$ cat src/rtl/object_painter.sv
`default_nettype none
// ============================================================================
// Module      : object_painter
// Description : Moves a solid SPR_W x SPR_H rectangular object on a 320x240
//               pixel canvas. On a move request it erases the previously
//               drawn copy (painting BG_COLOR), then draws the object at the
//               new position. It emits one pixel per cycle in which the
//               downstream selector grants the slot (slot_active).
// Revision    : 1.0 - initial release
// ----------------------------------------------------------------------------
// Ports
//   CLOCK_50     in   system clock, rising edge
//   rstn         in   asynchronous active-low reset
//   move_req     in   one-cycle move request (ignored while busy)
//   new_x/new_y  in   requested top-left corner (9 / 8 bits)
//   obj_color    in   object colour (3 bits)
//   slot_active  in   high when the selector forwards this stream
//   VGA_X/VGA_Y  out  registered pixel coordinate
//   VGA_color    out  registered pixel colour
//   plot_enable  out  registered pixel write strobe
//   busy         out  high whenever the FSM is not idle
//   done         out  one-cycle pulse when a move completes
// ============================================================================
module object_painter #(
  parameter int         SPR_W    = 8,
  parameter int         SPR_H    = 8,
  parameter logic [2:0] BG_COLOR = 3'b000
) (
  input  logic       CLOCK_50,
  input  logic       rstn,
  input  logic       move_req,
  input  logic [8:0] new_x,
  input  logic [7:0] new_y,
  input  logic [2:0] obj_color,
  input  logic       slot_active,
  output logic [8:0] VGA_X,
  output logic [7:0] VGA_Y,
  output logic [2:0] VGA_color,
  output logic       plot_enable,
  output logic       busy,
  output logic       done
);

  typedef enum logic [1:0] {
    IDLE   = 2'd0,
    ERASE  = 2'd1,
    DRAW   = 2'd2,
    FINISH = 2'd3
  } state_t;

  localparam logic [3:0] CX_LAST = 4'(SPR_W - 1);
  localparam logic [3:0] CY_LAST = 4'(SPR_H - 1);
  localparam logic [9:0] X_LIMIT = 10'd320;
  localparam logic [8:0] Y_LIMIT = 9'd240;

  state_t     state_q, state_d;
  logic [3:0] cx_q, cx_d;
  logic [3:0] cy_q, cy_d;
  logic [8:0] cur_x_q, cur_x_d;
  logic [7:0] cur_y_q, cur_y_d;
  logic [8:0] tgt_x_q, tgt_x_d;
  logic [7:0] tgt_y_q, tgt_y_d;
  logic [2:0] tgt_col_q, tgt_col_d;
  logic       drawn_q, drawn_d;
  logic [8:0] vga_x_q, vga_x_d;
  logic [7:0] vga_y_q, vga_y_d;
  logic [2:0] vga_color_q, vga_color_d;
  logic       plot_q, plot_d;

  // Pixel address: ERASE walks the old footprint, DRAW the new one. The sums
  // are one bit wider than the coordinate so off-canvas pixels can be clipped
  // rather than wrapping around to the left/top edge.
  logic [8:0] base_x;
  logic [7:0] base_y;
  logic [2:0] pix_col;
  logic [9:0] sum_x;
  logic [8:0] sum_y;

  always_comb begin
    base_x  = (state_q == ERASE) ? cur_x_q : tgt_x_q;
    base_y  = (state_q == ERASE) ? cur_y_q : tgt_y_q;
    pix_col = (state_q == ERASE) ? BG_COLOR : tgt_col_q;
    sum_x   = {1'b0, base_x} + {6'd0, cx_q};
    sum_y   = {1'b0, base_y} + {5'd0, cy_q};
  end

  always_comb begin
    state_d     = state_q;
    cx_d        = cx_q;
    cy_d        = cy_q;
    cur_x_d     = cur_x_q;
    cur_y_d     = cur_y_q;
    tgt_x_d     = tgt_x_q;
    tgt_y_d     = tgt_y_q;
    tgt_col_d   = tgt_col_q;
    drawn_d     = drawn_q;
    vga_x_d     = vga_x_q;
    vga_y_d     = vga_y_q;
    vga_color_d = vga_color_q;
    plot_d      = 1'b0;

    case (state_q)
      IDLE: begin
        if (move_req) begin
          tgt_x_d   = new_x;
          tgt_y_d   = new_y;
          tgt_col_d = obj_color;
          cx_d      = 4'd0;
          cy_d      = 4'd0;
          state_d   = drawn_q ? ERASE : DRAW;
        end
      end

      ERASE, DRAW: begin
        // Counters advance only on granted slots, so a withheld slot neither
        // skips nor repeats a pixel. Clipped pixels still use their slot.
        if (slot_active) begin
          vga_x_d     = sum_x[8:0];
          vga_y_d     = sum_y[7:0];
          vga_color_d = pix_col;
          plot_d      = (sum_x < X_LIMIT) && (sum_y < Y_LIMIT);
          if (cx_q == CX_LAST) begin
            cx_d = 4'd0;
            if (cy_q == CY_LAST) begin
              cy_d    = 4'd0;
              state_d = (state_q == ERASE) ? DRAW : FINISH;
            end else begin
              cy_d = cy_q + 4'd1;
            end
          end else begin
            cx_d = cx_q + 4'd1;
          end
        end
      end

      FINISH: begin
        cur_x_d = tgt_x_q;
        cur_y_d = tgt_y_q;
        drawn_d = 1'b1;
        state_d = IDLE;
      end

      default: state_d = IDLE;
    endcase
  end

  always_ff @(posedge CLOCK_50 or negedge rstn) begin
    if (!rstn) begin
      state_q     <= IDLE;
      cx_q        <= 4'd0;
      cy_q        <= 4'd0;
      cur_x_q     <= 9'd0;
      cur_y_q     <= 8'd0;
      tgt_x_q     <= 9'd0;
      tgt_y_q     <= 8'd0;
      tgt_col_q   <= 3'd0;
      drawn_q     <= 1'b0;
      vga_x_q     <= 9'd0;
      vga_y_q     <= 8'd0;
      vga_color_q <= 3'd0;
      plot_q      <= 1'b0;
    end else begin
      state_q     <= state_d;
      cx_q        <= cx_d;
      cy_q        <= cy_d;
      cur_x_q     <= cur_x_d;
      cur_y_q     <= cur_y_d;
      tgt_x_q     <= tgt_x_d;
      tgt_y_q     <= tgt_y_d;
      tgt_col_q   <= tgt_col_d;
      drawn_q     <= drawn_d;
      vga_x_q     <= vga_x_d;
      vga_y_q     <= vga_y_d;
      vga_color_q <= vga_color_d;
      plot_q      <= plot_d;
    end
  end

  assign VGA_X       = vga_x_q;
  assign VGA_Y       = vga_y_q;
  assign VGA_color   = vga_color_q;
  assign plot_enable = plot_q;
  assign busy        = (state_q != IDLE);
  assign done        = (state_q == FINISH);

endmodule
`default_nettype wire

$ cat config.mk
export PLATFORM = sky130hd
export DESIGN_NAME = object_painter
export DESIGN_NICKNAME = d
export VERILOG_FILES = /design/src/rtl/object_painter.sv
export SDC_FILE = /design/constraint.sdc
export NUM_CORES = 1
export LEC_CHECK = 0
export CAP_MARGIN = 10
export CORE_ASPECT_RATIO = 1.1
export CORE_UTILIZATION = 31
export DETAILED_ROUTE_END_ITERATION = 6
export PLACE_DENSITY = 0.46
export SYNTH_ARGS = -nofsm -noshare
export SYNTH_HDL_FRONTEND = slang
export SYNTH_SLANG_ARGS = --single-unit
$ cat constraint.sdc
create_clock -name CLOCK_50 -period 4 [get_ports CLOCK_50]
set_clock_uncertainty 0.1 [all_clocks]
set_input_delay 0.8 -clock CLOCK_50 [delete_from_list [all_inputs] [get_ports CLOCK_50]]
set_output_delay 0.8 -clock CLOCK_50 [all_outputs]
set_load 0.01 [all_outputs]
==> out/qor.txt, run 1 <==
Transition time of the tightest slew-check pin: 1.00 ns
Synthesized Nets: 355
Switching part of the total power: 0.367
Synth flops: 69
RSZ-0062 raised after global routing: false
Number of buffers created by CTS: 9
Number of clock buffers in the layout: 11
Multi-input gate count: 224
Number of instances resized during post-cts repair: 0
Peak fanout along the critical path: 11
Number of input and output port buffers inserted: 46
Number of enable-type register cells in the synthesized netlist: 0
Post-synthesis instance total: 313
Post-synthesis chip area from yosys: 3630 µm²
Deepest clock path buffer count: 2
Final-layout setup total negative slack: 0 ns
Post-synthesis instance area: 3630 µm²
Proportion of power drawn by flip-flops and latches: 0.329
Initial antenna violation count: 0
Main combinational cell family by area after synthesis: multiplexers
Overall power after layout: 3970 µW
Power of the combinational group: 1890 µW
Footprint of the multi-input gates: 1810 µm²
Total global routing overflow: 0
Number of library cell types mapped by synthesis: 52
Clock network power: 779 µW
Synthesis-to-finish area growth: 25.1%
Vias in the first global route: 2418
Worst Min Path Start: VGA_color[1]
Routed vias: 2474
Tool warnings: 31
Yosys cell count: 313
Core area: 11400 µm²
Final Slew Violations: 0
Part of the power in the clock network: 0.196
DRT Wirelength: 7.57 mm
X dimension of the die: 105 µm
Max rail drop VDD: 0.257 mV
Data arrival, critical path: 3.29 ns
Multiplexer fraction of the synthesized cell area: 0.185
Clk root buf: sky130_fd_sc_hd__clkbuf_16
Top-Level Pins: 47
Number of gates on the worst path with buffers counted: 10
Switching component of the power: 1460 µW
Number of tap cells added at floorplan: 150
Bufs and invs on worst path: 1
Logic inverters: 8
CTS sink count: 69
Pin count of the biggest net entering global routing: 44
Number of buffers other than clock buffers in the final layout: 51
Logic pwr share: 0.475
Hold Path Class: reg -> reg
DPL Wire Length: 5.45 mm
Pwr Density: 876 nW/µm²
Type of origin of the critical path: register
Initial core utilization: 0.317
Required time of the critical path: 4.13 ns
Most frequent cells in the layout: sky130_fd_sc_hd__dfrtp_1 (69), sky130_fd_sc_hd__mux2_2 (51), sky130_fd_sc_hd__clkdlybuf4s50_1 (45)
CTS HTree Levels: 3
Sort of element at the end of the critical path: register
Filler cell count: 1125
End point of the critical path: plot_enable
Antenna Cells: 0
Crit-path max cell delay: 0.57 ns
Setup-violating endpoint count in the final report: 0
Reg2Reg Depth: 10
Syn_area_per_cell: 11.6 µm²
Total of warnings raised by yosys: 0
Maximum operating frequency: 317 MHz
Top power group: combinational logic
Leakage power: 0.00191 µW
CTS tree: done
Cells traversed along the worst timing path: inv_1 > ha_1 > mux2_2 > ha_1 > fa_1 > nand3_1 > a22oi_1 > o21bai_1 > o221ai_1 > a311oi_1
And+or+nand+nor area frac: 0.106
Number of placement rows: 41
Via density per instance: 4.78
Crit share post-route: 0.790
Final Hold Violation Tally: 0
Hold buffer count at cts: 0
Final weighted congestion of routability-driven global placement: 0.766
Critical register-to-register path startpoint: state_q[1]
Non-clock buffer share of cell area: 0.109
Sequential area share after synthesis: 0.476
Worst hold endpoint: VGA_color[1]
Layout net count: 405
First-pass iteration count of the detailed router: 4
Post-layout minimum cycle time: 3.16 ns
Detailed Route Iter0 Violations: 89
Async set-reset flop share out of synthesis: 1.00
FF-to-FF setup slack: 0.84 ns
Critical R2R Capture: plot_enable
Global-route wire length before repair: 12.5 mm
Antenna Nets Post-Route: 0
Start point of the critical path: state_q[1]
Run status: completed
Insertion Delay late pin: 0.33 ns
Die Y-Extent: 115 µm
Number of sequential storage elements: 69
-- run 1: cell usage after synthesis (3+ instances only) --
| library cell | instances | area share |
|---|---|---|
| sky130_fd_sc_hd__nor2b_1 | 3 | 0.0052 |
| sky130_fd_sc_hd__mux2_2 | 51 | 0.16 |
| sky130_fd_sc_hd__nand3_1 | 9 | 0.012 |
| sky130_fd_sc_hd__a21oi_1 | 9 | 0.012 |
| sky130_fd_sc_hd__o21ai_0 | 24 | 0.033 |
| sky130_fd_sc_hd__dfrtp_1 | 69 | 0.48 |
| sky130_fd_sc_hd__xor2_1 | 4 | 0.0097 |
| sky130_fd_sc_hd__buf_2 | 3 | 0.0041 |
| sky130_fd_sc_hd__nor3_1 | 3 | 0.0041 |
| sky130_fd_sc_hd__and3_1 | 3 | 0.0052 |
| sky130_fd_sc_hd__nand2_1 | 37 | 0.038 |
| sky130_fd_sc_hd__mux2i_1 | 6 | 0.017 |
| sky130_fd_sc_hd__clkbuf_1 | 7 | 0.0072 |
| sky130_fd_sc_hd__xnor2_1 | 10 | 0.024 |
| sky130_fd_sc_hd__inv_1 | 8 | 0.0083 |
| sky130_fd_sc_hd__ha_1 | 16 | 0.055 |
| sky130_fd_sc_hd__nand2b_1 | 5 | 0.0086 |
-- run 1: layer usage --
| layer | track usage | part of all wire | vias up |
|---|---|---|---|
| met4 | 0.0592 | 0.013 | 0 |
| met3 | 0.0309 | 0.035 | 5 |
| met1 | 0.179 | 0.48 | 1205 |
| met5 | 0 | 0 | - |
| met2 | 0.217 | 0.47 | 41 |
| li1 | - | - | 1223 |
-- run 1: per-stage QoR --
step           std cells  hold WS [ns]
2_1_floorplan        313         0.362
3_3_place_gp         502         0.362
3_5_place_dp         502         0.370
4_1_cts              518         0.382
5_1_grt              518         0.407
6_report             518         0.372
Fig. 1: run 1, track usage over the die
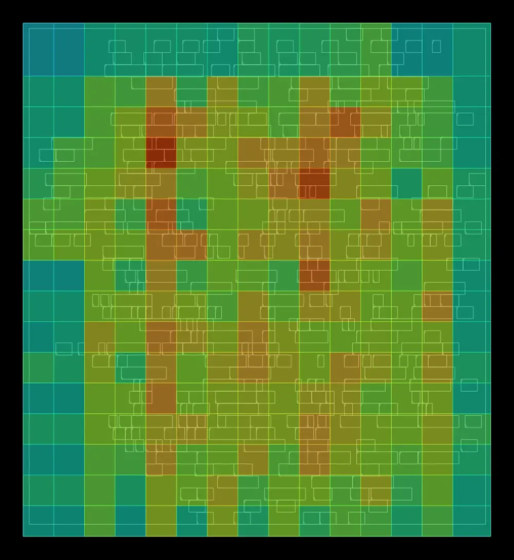
routing usage on met2: 0.217
most used routing layer in global routing: met2
met3 track demand over resource in global routing: 0.0309
combined global-route utilization of all metal layers: 0.136
routed wirelength normalized by instance count: 14.6 µm

Fig. 2: run 1, sequential cells colored by netlist name
Scale bar: 20 µm.
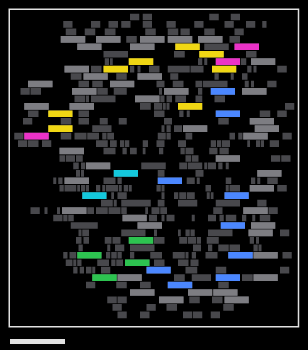
legend:
  yellow:
    name_in_the_netlist: VGA_Y
    flops: 8
  green:
    name_in_the_netlist: cx_q
    flops: 4
    where: bottom middle
  cyan:
    name_in_the_netlist: state_q
    flops: 2
  blue:
    name_in_the_netlist: cur_x_q
    flops: 9
  magenta:
    name_in_the_netlist: tgt_col_q
    flops: 3
not colored: 43
proportion of cell area occupied by registers: 0.381
utilization after layout: 0.396
area taken by flip-flops and latches: 1730 µm²
sequential power: 1310 µW

Fig. 3: run 1, selected gate families
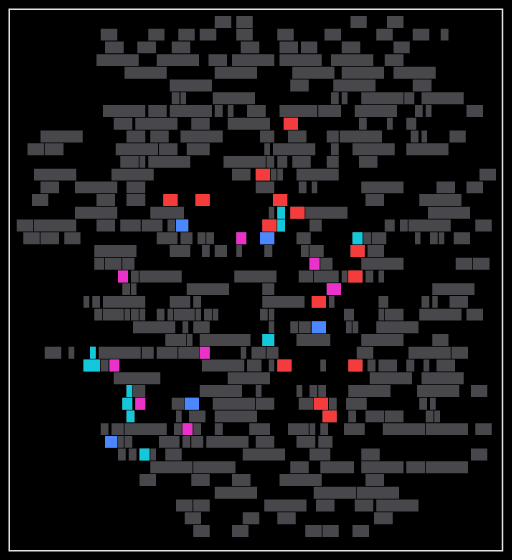
legend:
  magenta:
    family: and/or cells
    cells: 8
  blue:
    family: non-inverting ao/oa cells
    cells: 5
  red:
    family: xor and xnor cells
    cells: 14
  cyan:
    family: nor cells
    cells: 10
most frequent logic cell in the layout: sky130_fd_sc_hd__dfrtp_1
fraction of standard cell area in multi-input logic: 0.398
number of standard cells in the layout, taps in and fillers out: 518

Fig. 4: run 1, metal 3
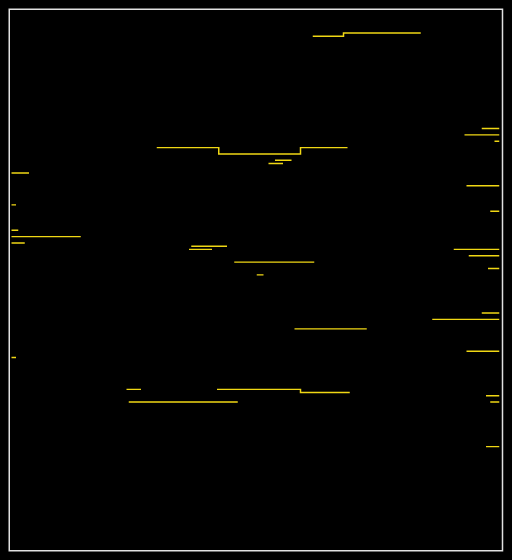

==> inputs of run 2 (changes only) <==
==> constraint.sdc (replaced) <==
create_clock -name CLOCK_50 -period 3.2 [get_ports CLOCK_50]
set_clock_uncertainty 0.1 [all_clocks]
set_input_delay 0.64 -clock CLOCK_50 [delete_from_list [all_inputs] [get_ports CLOCK_50]]
set_output_delay 0.64 -clock CLOCK_50 [all_outputs]
set_load 0.01 [all_outputs]
Fig. 5: run 2, metal 3
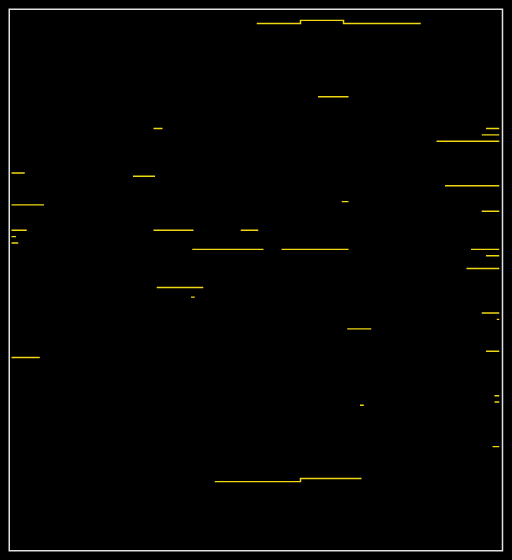
wire length on this layer: 214 µm
longest straight run: 18.2 µm
nets with wire on the layer: 23
main direction: horizontal
met3 track demand over resource in global routing: 0.0321
routed vias: 2457

Fig. 6: run 2, track usage over the die
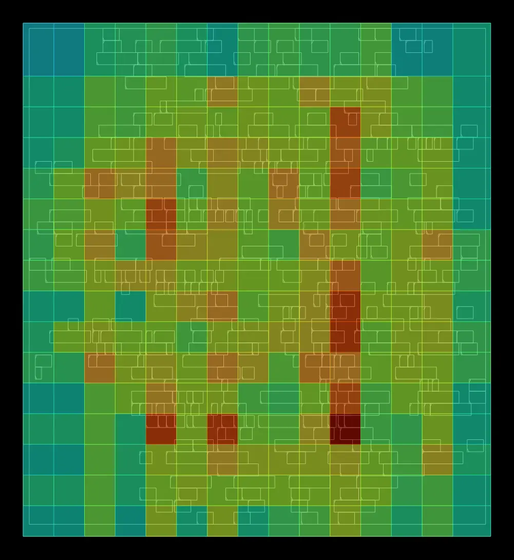
global-route track usage on met1: 0.194
routed wirelength normalized by instance count: 15.0 µm
routing usage on met2: 0.218
utilization after layout: 0.399

==> out/qor.txt, run 2 <==
Run status: completed
Crit share post-route: 0.936 (+0.146)
Crit-path max cell delay: 0.42 ns (-0.15 ns)
Clock-pin slew reported for the worst setup and hold paths after clock tree synthesis: 0.06 ns
Hold buffer count at cts: 0 (unchanged)
Initial core utilization: 0.317 (unchanged)
Number of placement rows: 41 (unchanged)
Global-route wire length before repair: 13.1 mm (+4.9%)
Data arrival, critical path: 3.13 ns (-0.16 ns)
Number of buffers created by CTS: 9 (unchanged)
Leading area contributor after synthesis: sky130_fd_sc_hd__dfrtp_1
Final Hold Violation Tally: 0 (unchanged)
Synth flops: 69 (unchanged)
Antenna Cells: 0 (unchanged)
Post-synthesis chip area from yosys: 3630 µm² (unchanged)
Vias in the first global route: 2508 (+3.7%)
Crit path setup slack, layout: 0.205 ns
Clk root buf: sky130_fd_sc_hd__clkbuf_16
Core area: 11400 µm² (unchanged)
Sort of element at the end of the critical path: register
Type of origin of the critical path: register
Die Y-Extent: 115 µm (unchanged)
Most repeated library cell on the critical path: sky130_fd_sc_hd__ha_1
Most numerous cell in the Yosys netlist: sky130_fd_sc_hd__dfrtp_1
Synthesized Nets: 355 (unchanged)
Cell family with the largest share of critical-path delay: adder cells
Most frequent cells in the layout: sky130_fd_sc_hd__dfrtp_1 (69), sky130_fd_sc_hd__mux2_2 (51), sky130_fd_sc_hd__clkdlybuf4s50_1 (45)
Peak fanout along the critical path: 13 (+2)
Post-CTS setup-driven buffer insertion count: 0
Placement Setup Slack: 0.224 ns
Initial antenna violation count: 0 (unchanged)
X dimension of the die: 105 µm (unchanged)
Most frequent logic cell in the layout: sky130_fd_sc_hd__dfrtp_1
Max-cap check violation count: 0
Filler cell count: 1129 (+0.36%)
Pwr Density: 1100 nW/µm² (+25%)
Share of final-layout standard cells stronger than drive strength 1: 0.225
Number of library cell types mapped by synthesis: 52 (unchanged)
Final-layout setup total negative slack: 0 ns (unchanged)
CTS HTree Levels: 3 (unchanged)
RSZ-0062 raised after global routing: false
Final weighted congestion of routability-driven global placement: 0.780 (+1.8%)
Startpoint-to-endpoint class of the critical path: reg -> reg
Cells traversed along the worst timing path: inv_1 > ha_1 > buf_4 > mux2_2 > ha_1 > fa_1 > nand3_1 > and2_1 > nor3_1 > a31o_2 > a311oi_1
Number of input and output port buffers inserted: 46 (unchanged)
Combined global-route utilization of all metal layers: 0.143 (+0.00671)
DPL Wire Length: 5.48 mm (+0.41%)
Synthesis-to-finish area growth: 26.0%
Tool warnings: 31 (unchanged)
Portion of synthesized cell area occupied by the leading cell type: 0.476 (unchanged)
Transition time of the tightest slew-check pin: 0.803 ns (-0.199 ns)
CTS tree: done
CTS sink count: 69 (unchanged)
Die Outline Area: 12100 µm²
Relative max-transition margin: 0.465
Number of placed instances with taps included: 504 (+0.40%)
Required time of the critical path: 3.33 ns (-0.80 ns)
Number of enable-type register cells in the synthesized netlist: 0 (unchanged)
Synth top area cells: sky130_fd_sc_hd__dfrtp_1 (48%), sky130_fd_sc_hd__mux2_2 (16%), sky130_fd_sc_hd__ha_1 (5.5%)
Final Slew Violations: 0 (unchanged)
Insertion Delay late pin: 0.33 ns (about the same)
Layout net count: 407 (+0.49%)
Top-Level Pins: 47 (unchanged)
Overall power after layout: 5010 µW (+26%)
Via density per instance: 4.73 (-0.88%)
First-pass iteration count of the detailed router: 4 (unchanged)
Max rail drop VDD: 0.312 mV (+21%)
Detailed Route Iter0 Violations: 63 (-29%)
DRT Wirelength: 7.76 mm (+2.5%)
Post-synthesis instance area: 3630 µm² (unchanged)
Commonest flop: sky130_fd_sc_hd__dfrtp_1
Maximum operating frequency: 334 MHz (+5.5%)
Deepest clock path buffer count: 2 (unchanged)
Number of instances resized during post-cts repair: 0 (unchanged)
Synth top cells by count: sky130_fd_sc_hd__dfrtp_1 (69), sky130_fd_sc_hd__mux2_2 (51), sky130_fd_sc_hd__nand2_1 (37)
Async set-reset flop share out of synthesis: 1.00 (unchanged)
Total global routing overflow: 0 (unchanged)
Total of warnings raised by yosys: 0 (unchanged)
Setup-violating endpoint count in the final report: 0 (unchanged)
Hold Path Class: in -> async
Max stage delay cell, worst path: sky130_fd_sc_hd__fa_1
Antenna Nets Post-Route: 0 (unchanged)
Post-synthesis instance total: 313 (unchanged)
Post-layout minimum cycle time: 3.00 ns (-0.164 ns)
Leakage power: 0.00193 µW (+0.65%)
Bufs and invs on worst path: 2 (+1)
Pin count of the biggest net entering global routing: 38 (-14%)
Syn_area_per_cell: 11.6 µm² (unchanged)
Remaining design rule violation count: 0
Sequential area share after synthesis: 0.476 (unchanged)
Number of standard cells in the layout, taps in and fillers out: 519 (+0.19%)
Yosys cell count: 313 (unchanged)
run 2: cell families after synthesis:
group                    Yosys count  share of synthesized area
AND/OR/NAND/NOR                   75                      0.106
flip-flops                        69                      0.476
multiplexers                      59                      0.185
adder cells (fa/ha/maj)           18                     0.0663
buffers and inverters             20                     0.0259
AND-OR/OR-AND                     58                      0.107
XOR/XNOR                          14                     0.0338
run 2: final timing paths:
kind	startpoint	endpoint	slack (ns)	depth (start not counted)
worst max-delay path	state_q[1]	plot_enable	0.20	11
worst min-delay path	rstn	tgt_y_q[6]	0.29	1
worst max register to register	state_q[1]	plot_enable	0.20	11
worst min register to register	VGA_X[3]	VGA_X[3]	0.37	2
max in group asynchronous	rstn	VGA_X[3]	2.02	2
min in group CLOCK_50	VGA_X[3]	VGA_X[3]	0.37	2
run 2: area by class of cell:
type | count | area (µm²) | area share
clock buffer | 15 | 298 | 0.0652
inverter | 8 | 30.0 | 0.00657
multi-input combinational | 224 | 1810 | 0.395
sequential | 69 | 1730 | 0.378
tap | 150 | 188 | 0.0411
timing repair buffer | 53 | 520 | 0.114
run 2: report_power, final:
| group | switching [µW] | leakage, µW | internal, µW |
|---|---|---|---|
| logic | 1150 | 0.000939 | 1240 |
| clock network | 362 | 0.000148 | 627 |
| registers | 329 | 0.000838 | 1300 |
run 2: routing by layer:
metal  share of wire  vias to the layer above  global-route usage
met4           0.021                        0              0.0676
met2            0.44                       34               0.218
met3           0.028                       15              0.0321
li1                -                     1231                   -
met5               0                        -                   0
met1            0.51                     1177               0.194
run 2: metrics by stage:
step	area (µm²)	hold slack, ns
floorplan	3630	0.244
detailed placement	4270	0.370
CTS	4570	0.308
global placement	4270	0.361
global route	4570	0.367
finish	4570	0.294
Fig. 7: run 2, sequential cells colored by netlist name
Scale bar: 20 µm.
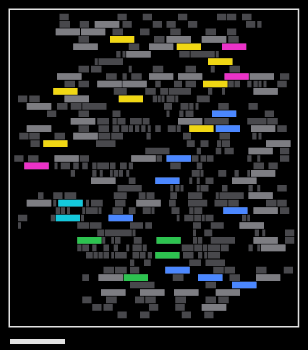

==> inputs of run 3 (changes only) <==
--- a/config.mk
+++ b/config.mk
@@ -9,7 +9,8 @@
 export CORE_ASPECT_RATIO = 1.1
 export CORE_UTILIZATION = 31
 export DETAILED_ROUTE_END_ITERATION = 6
-export PLACE_DENSITY = 0.46
+export PLACE_DENSITY_LB_ADDON = 0.2
+export SLEW_MARGIN = 10
 export SYNTH_ARGS = -nofsm -noshare
 export SYNTH_HDL_FRONTEND = slang
 export SYNTH_SLANG_ARGS = --single-unit
==> constraint.sdc (replaced) <==
create_clock -name CLOCK_50 -period 3.2 [get_ports CLOCK_50]
set_clock_uncertainty 0.1 [all_clocks]
set_input_delay 0.48 -clock CLOCK_50 [delete_from_list [all_inputs] [get_ports CLOCK_50]]
set_output_delay 0.48 -clock CLOCK_50 [all_outputs]
set_load 0.01 [all_outputs]
Fig. 8: run 3, sequential cells colored by netlist name
Scale bar: 20 µm.
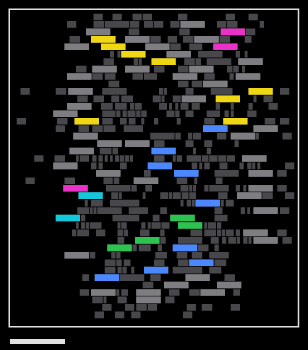
legend:
  blue:
    name_in_the_netlist: cur_x_q
    flops: 9
  cyan:
    name_in_the_netlist: state_q
    flops: 2
  magenta:
    name_in_the_netlist: tgt_col_q
    flops: 3
  yellow:
    name_in_the_netlist: VGA_Y
    flops: 8
  green:
    name_in_the_netlist: cx_q
    flops: 4
not colored: 43
proportion of cell area occupied by registers: 0.373
sequential power: 1620 µW
utilization after layout: 0.405

==> out/qor.txt, run 3 <==
Run status: completed
Number of buffers created by CTS: 9 (unchanged)
Relative max-transition margin: 0.638 (+0.173)
Footprint of the multi-input gates: 1820 µm² (+0.69%)
Core area: 11400 µm² (unchanged)
Overall power after layout: 5140 µW (+2.7%)
Pin count of the biggest net entering global routing: 26 (-32%)
Number of tap cells added at floorplan: 150 (unchanged)
FF-to-FF setup slack: 0.28 ns (+0.08 ns)
Multi-input gate count: 224 (unchanged)
Post-layout minimum cycle time: 2.92 ns (-0.0801 ns)
Share of final-layout standard cells stronger than drive strength 1: 0.232 (+0.00750)
Antenna Nets Post-Route: 0 (unchanged)
Max-cap check violation count: 0 (unchanged)
Number of buffers other than clock buffers in the final layout: 53 (unchanged)
Maximum operating frequency: 343 MHz (+2.7%)
Remaining design rule violation count: 0 (unchanged)
Vias in the first global route: 2470 (-1.5%)
First-pass iteration count of the detailed router: 4 (unchanged)
Final Hold Violation Tally: 0 (unchanged)
Global-route wire length before repair: 12.5 mm (-4.7%)
Detailed Route Iter0 Violations: 78 (+24%)
Synthesis-to-finish area growth: 27.6%
Die Outline Area: 12100 µm² (unchanged)
Number of clock buffers in the layout: 13 (-2)
Async set-reset flop share out of synthesis: 1.00 (unchanged)
Synthesized Nets: 355 (unchanged)
Synth flops: 69 (unchanged)
RSZ-0062 raised after global routing: false
Max rail drop VDD: 0.346 mV (+11%)
Synth top cells by count: sky130_fd_sc_hd__dfrtp_1 (69), sky130_fd_sc_hd__mux2_2 (51), sky130_fd_sc_hd__nand2_1 (37)
Initial antenna violation count: 0 (unchanged)
Most numerous cell in the Yosys netlist: sky130_fd_sc_hd__dfrtp_1
Commonest flop: sky130_fd_sc_hd__dfrtp_1
Number of placement rows: 41 (unchanged)
Leading cell kind: multi-input combinational cells
Number of enable-type register cells in the synthesized netlist: 0 (unchanged)
Post-synthesis instance area: 3630 µm² (unchanged)
CTS tree: done
Critical register-to-register path startpoint: state_q[1]
Fin Hold WS: 0.0227 ns (-0.271 ns)
Routed wirelength normalized by instance count: 14.1 µm (-5.5%)
Startpoint-to-endpoint class of the critical path: reg -> reg
Post-synthesis chip area from yosys: 3630 µm² (unchanged)
Most frequent logic cell in the layout: sky130_fd_sc_hd__dfrtp_1
Number of library cell types mapped by synthesis: 52 (unchanged)
CTS sink count: 69 (unchanged)
Leading area contributor after synthesis: sky130_fd_sc_hd__dfrtp_1
Insertion Delay late pin: 0.33 ns (about the same)
Clock-pin slew reported for the worst setup and hold paths after clock tree synthesis: 0.05 ns (about the same)
Cells traversed along the worst timing path: inv_1 > ha_4 > buf_12 > mux2_2 > ha_1 > fa_1 > nand3_1 > and2_1 > nor3_1 > a31o_2 > a311oi_1
Start point of the critical path: state_q[1]
Setup-violating endpoint count in the final report: 0 (unchanged)
Final Slew Violations: 0 (unchanged)
Transition time of the tightest slew-check pin: 0.543 ns (-0.259 ns)
Critical R2R Capture: plot_enable
Antenna Cells: 0 (unchanged)
Number of sequential storage elements: 69 (unchanged)
Pwr Density: 1110 nW/µm² (+1.3%)
Syn_area_per_cell: 11.6 µm² (unchanged)
Combined global-route utilization of all metal layers: 0.134 (-0.00879)
Post-synthesis instance total: 313 (unchanged)
Hold buffer count at cts: 0 (unchanged)
Leakage power: 0.00195 µW (+1.2%)
Total of warnings raised by yosys: 0 (unchanged)
Non-clock buffer share of cell area: 0.112 (-0.00148)
Fig. 9: run 3, metal 3
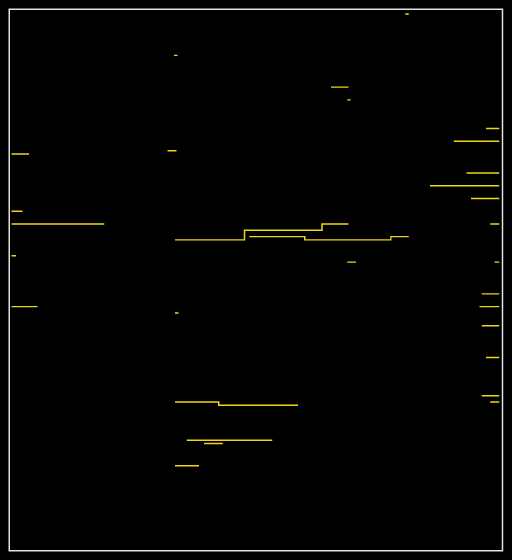
longest straight run: 19.6 µm
main direction: horizontal
nets with wire on the layer: 22
share of all routed wire: 3.1%
routed vias: 2433
met3 track demand over resource in global routing: 0.0276
DRT Wirelength: 7.35 mm

-- run 3: netlist changes by cell type in the layout (fill, tap and decap cells not counted), sizes merged --
cell,before,now
bufinv,0,2
clkbuf,15,13
clkinv,0,1
-- run 3: per-stage QoR --
stage          instances  area [µm²]  worst slack (ns)
3_3_place_gp         504        4270             0.208
5_1_grt              520        4630            0.0470
2_1_floorplan        313        3630             0.228
4_1_cts              520        4620             0.122
6_report             520        4630             0.285
3_5_place_dp         504        4270             0.119
-- run 3: repair_timing --
item,4_1_cts,5_1_grt
gates resized,0,2
setup buffers,0,0
hold endpoints to repair,0,0
setup endpoints to repair,0,1
-- run 3: cell families (layout without fill, tap and decap cells) --
| group | after synthesis | after routing | share of synthesized area |
|---|---|---|---|
| simple gates | 75 | 75 | 0.106 |
| flops | 69 | 69 | 0.476 |
| mux | 59 | 59 | 0.185 |
| compound gates | 58 | 58 | 0.107 |
| buf+inv | 20 | 77 | 0.0259 |
| fa+ha+maj | 18 | 18 | 0.0663 |
| xor+xnor | 14 | 14 | 0.0338 |
-- run 3: critical path, delay by kind of cell, from the launching register on --
| kind | cells | cell delay (ns) |
|---|---|---|
| AOI/OAI and AO/OA | 2 | 0.41 |
| buffers and inverters | 2 | 0.33 |
| adders and majority gates | 3 | 0.84 |
| and+or+nand+nor | 3 | 0.38 |
| DFF | 1 | 0.40 |
| muxes | 1 | 0.35 |
-- run 3: routing by layer --
| metal | global-route usage | routed length (µm) |
|---|---|---|
| met5 | 0 | 0 |
| met4 | 0.0704 | 172 |
| met3 | 0.0276 | 226 |
| met2 | 0.214 | 3460 |
| met1 | 0.174 | 3490 |
-- run 3: power by group --
part           switching (µW)  internal, µW  total [µW]
Sequential                325          1300        1620
Clock                     362           765        1130
Combinational            1130          1260        2390
Power figures rest on the tool's default switching activity, not on a simulated workload.
